Design vga_timing_gen, sky130hd; sources not shown.
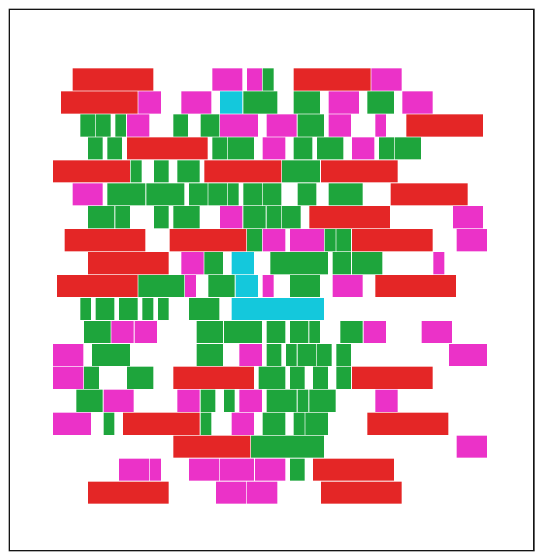
Figure 1: cell classes on the final placement.
Key: green = remaining logic cells [cells 87]; cyan = clock drivers and dummy loads [cells 4]; magenta = remaining buffers and delay cells [cells 47]; red = registers [cells 24]
core utilization of the finished layout: 0.651
std cell rows: 19
fraction of standard cell area that is sequential: 0.356
final instance area: 1730 µm²
core area: 2660 µm²

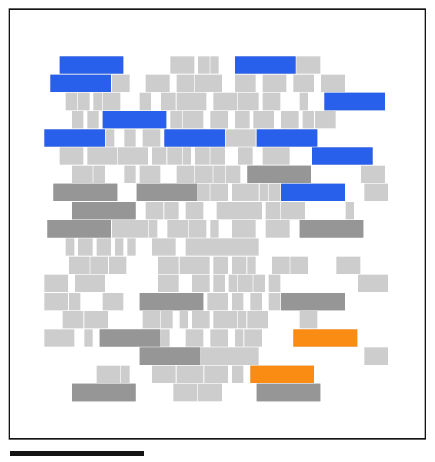
Figure 2: where the registers sit.
Bar = 20 µm. Other sequential cells in the stronger grey, the rest of the logic in the fainter grey.
Key: blue = DrawY [placed flops 10]; orange = g_delay.hs_dly_q [placed flops 2]
Another 12 sequential cells are not coloured.
total sequential power: 0.000487 W
Storage cell area: 618 µm²

==> results_tabular.tex <==
% Generated from flow reports
\begin{tabular}{lr}
\hline
Metric & Value \\
\hline
\multicolumn{2}{l}{\textbf{CTS}} \\
\quad CTS Buffer Depth & 2 \\
\quad Post-CTS Setup Inserts & 0 \\
\quad H-tree level count & 1 \\
\quad Clock buffers created by TritonCTS & 3 \\
\quad Late-Pin Clk Latency & $\sim$0.32 ns \\
\quad Num Clock Sinks & 24 \\
\quad Clock tree from TritonCTS & built \\
\quad Clock slew at reported path FFs & 0.15 ns \\
\quad Root cell of the clock tree & sky130\_fd\_sc\_hd\_\_clkbuf\_4 \\
\quad Count of hold-fix buffers inserted at cts & 0 \\
\multicolumn{2}{l}{\textbf{Layout}} \\
\quad Net count reported at finish & 169 \\
\quad Combined area of the multi-input logic cells & between 600 and 700 µm² \\
\quad Most common library cell in the layout ignoring fill and taps & sky130\_fd\_sc\_hd\_\_buf\_4 \\
\quad Layout cells sized above 1 & 0.296 \\
\quad Fill cell instance count of the final layout & 229 \\
\quad Number of diodes & 0 \\
\quad Area growth from synthesis to layout & 35.5\% \\
\quad Top library cells by usage in the layout, fill and taps aside & 16 x sky130\_fd\_sc\_hd\_\_buf\_4, 13 x sky130\_fd\_sc\_hd\_\_dfstp\_2, 11 x sky130\_fd\_sc\_hd\_\_nand3\_1, 11 x sky130\_fd\_sc\_hd\_\_dlygate4sd3\_1, 10 x sky130\_fd\_sc\_hd\_\_dfrtp\_1 \\
\multicolumn{2}{l}{\textbf{STA}} \\
\quad Final worst-path setup slack & between 0.02 and 0.025 ns \\
\quad Setup clock skew after layout & 0.00235 ns \\
\quad Number of pins with negative max-slew slack in the final report & 0 \\
\quad Post-layout period usage of the worst path & 0.990 \\
\quad Final hold viol count & 0 \\
\quad Post-layout min period & 1.98 ns \\
\quad Number of endpoints failing setup at the final stage & 0 \\
\quad Sum of negative setup slack & 0 ns \\
\quad RSZ-0062 raised after global routing & yes \\
\quad Worst slew margin relative to its limit & 0.161 \\
\quad Maximum frequency from static timing analysis & 0.505 GHz \\
\quad Transition time of the tightest slew-check pin & 1.26 ns \\
\multicolumn{2}{l}{\textbf{Global route}} \\
\quad Overall track demand over capacity in global routing & 0.177 \\
\quad Number of global-route vias before repair & 1111 \\
\quad First-pass GRT wire length & between 5 and 6 mm \\
\quad Sum of overflow across all layers after global routing & 0 \\
\quad Pin count of the biggest net entering global routing & 25 \\
\quad Number of antenna violations at the first check in global routing & 0 \\
\multicolumn{2}{l}{\textbf{Worst hold path}} \\
\quad Class of the tightest hold or removal check & reg -> reg \\
\quad Hold path depth & 0 \\
\multicolumn{2}{l}{\textbf{Job}} \\
\quad Tally of max-capacitance violations & 0 \\
\quad Number of warnings in the stage logs & 29 \\
\multicolumn{2}{l}{\textbf{Placed design}} \\
\quad Setup slack at placement & 0.000989 ns \\
\quad Final RePlAce weighted congestion & 0.870 \\
\quad Detailed-placement wirelength estimate & 2.27 mm \\
\quad Count of input and output buffers & 26 \\
\quad Post-Place Cell Area & 1680 µm² \\
\multicolumn{2}{l}{\textbf{Setup path}} \\
\quad Critical Path Sink Type & output port \\
\quad Data required, critical path & 1.60 ns \\
\quad Critical path, cell by cell & inv\_2 -> ha\_2 -> and4b\_1 -> and4\_1 -> buf\_2 \\
\quad Worst reg-to-reg path cell count & 6 \\
\quad Largest incremental delay on the critical path & 0.57 ns \\
\quad Crit path kind & reg -> out \\
\quad Worst reg2reg setup slack & 0.06 ns \\
\quad Critical Path Start Type & register \\
\quad Dominant delay contributor by cell family on the critical path & flip-flops \\
\quad Critical-path maximum fanout & 2 \\
\quad Worst endpoint data arrival time & 1.58 ns \\
\quad Cell with the largest stage delay on the worst path & sky130\_fd\_sc\_hd\_\_dfstp\_2 \\
\quad Logic depth of the worst path, buffers included & 5 \\
\quad Number of buffer and inverter stages on the critical path & 2 \\
\multicolumn{2}{l}{\textbf{Synthesis}} \\
\quad Register bit count reported by yosys & 24 \\
\quad Yosys Chip Area & 1280 µm² \\
\quad Total nets after synthesis & 121 \\
\quad Async set-reset flop share out of synthesis & 1.00 \\
\quad Area share of the largest cell type after synthesis & 0.287 \\
\quad Leading register cell type out of synthesis & sky130\_fd\_sc\_hd\_\_dfstp\_2 \\
\quad Seq share, synth & 0.483 \\
\quad Cell count after synthesis & 115 \\
\quad Most area-hungry cell type in the Yosys netlist & sky130\_fd\_sc\_hd\_\_dfstp\_2 \\
\quad Distinct cells, synth & 35 \\
\quad Most frequent cells after synthesis & 14 x sky130\_fd\_sc\_hd\_\_dfstp\_2, 11 x sky130\_fd\_sc\_hd\_\_nand3\_1, 10 x sky130\_fd\_sc\_hd\_\_dfrtp\_1 \\
\quad Cells in synth\_stat.txt & 115 \\
\quad Largest cells by area & sky130\_fd\_sc\_hd\_\_dfstp\_2 29\%, sky130\_fd\_sc\_hd\_\_dfrtp\_1 20\%, sky130\_fd\_sc\_hd\_\_nand3\_1 4.3\% \\
\quad Number of warnings printed during yosys synthesis & 0 \\
\quad Summed instance area of the synthesized netlist & between 1000 and 1500 µm² \\
\quad Mean area per synthesized cell & 11.1 µm² \\
\quad Most frequent cell after synthesis & sky130\_fd\_sc\_hd\_\_dfstp\_2 \\
\quad Number of enable-type register cells in the synthesized netlist & 0 \\
\multicolumn{2}{l}{\textbf{Route}} \\
\quad Number of optimization iterations in the first detailed-route pass & 4 \\
\quad Post-detailed-route count of antenna-violating nets & 0 \\
\quad Detailed-route DRC error count & 0 \\
\quad Average vias per placed instance & roughly 5.5 \\
\quad Vias after detailed routing & 1062 \\
\quad Initial DRC count & 27 \\
\quad Average detailed-routed wire length per instance & approximately 16 µm \\
\quad Final Routed Wirelength & $\sim$3.1 mm \\
\multicolumn{2}{l}{\textbf{Floorplanning}} \\
\quad Horiz. Die Dim & 62 µm \\
\quad Starting Density & 0.481 \\
\quad Io pins & 27 \\
\quad Chip area & 3970 µm² \\
\quad Die y size & 64 µm \\
\multicolumn{2}{l}{\textbf{Power}} \\
\quad Leakage component of the power & 0.836 nW \\
\quad PD cells & 499 nW/µm² \\
\quad IR Drop Worst-Case VDD & 0.000435 V \\
\quad Post-route total power & 0.000865 W \\
\multicolumn{2}{l}{\textbf{Status}} \\
\quad Result of the run & finished, final reports clean \\
\hline
\end{tabular}
what timing repair did:
item,CTS,global route
hold endpoints to repair,0,0
endpoints found under the setup margin,3,13
pin swaps,1,3
resized,10,17
routing by layer:
layer,GRT usage,vias up,wire length [µm]
met3,0.0241,4,143
met5,0,-,0
met1,0.246,517,1330
met2,0.282,21,1580
li1,-,520,-
met4,0.0477,0,39
cell type report:
| class | count | area share |
|---|---|---|
| clock buffers | 3 | 0.0130 |
| clock inverters | 1 | 0.0173 |
| inverters | 4 | 0.00866 |
| multi-input cells | 83 | 0.349 |
| flip-flops and latches | 24 | 0.356 |
| well taps | 31 | 0.0224 |
| repair buffers | 47 | 0.233 |
cells by family (layout without fill, tap and decap cells):
logic type               after synthesis  count (layout)  synth area share
AND-OR/OR-AND                         13              13            0.0635
adder cells (fa/ha/maj)                4               4            0.0391
flip-flops                            24              24             0.483
AND/OR/NAND/NOR                       55              55             0.279
buffers and inverters                  8              55            0.0586
XOR/XNOR                              10              10            0.0684
multiplexers                           1               1           0.00880
where the power goes:
part	total, W	switching, W	internal [W]
Combinational	0.0000107	0.00000905	0.00000167
Sequential	0.000487	0	0.000487
Clock	0.000367	0.000165	0.000203
Total	0.000865	0.000174	0.000691
per-stage QoR:
| step | instances | hold slack, ns | utilization |
|---|---|---|---|
| 5_1_grt | 193 | 0.373 | 0.651 |
| 4_1_cts | 193 | 0.369 | 0.649 |
| 6_report | 193 | 0.367 | 0.651 |
| 3_3_place_gp | 189 | 0.346 | 0.630 |
| 3_5_place_dp | 189 | 0.349 | 0.630 |
| 2_1_floorplan | 115 | 0.104 | - |
No activity file was given, so power comes from the tool's default toggle rates.
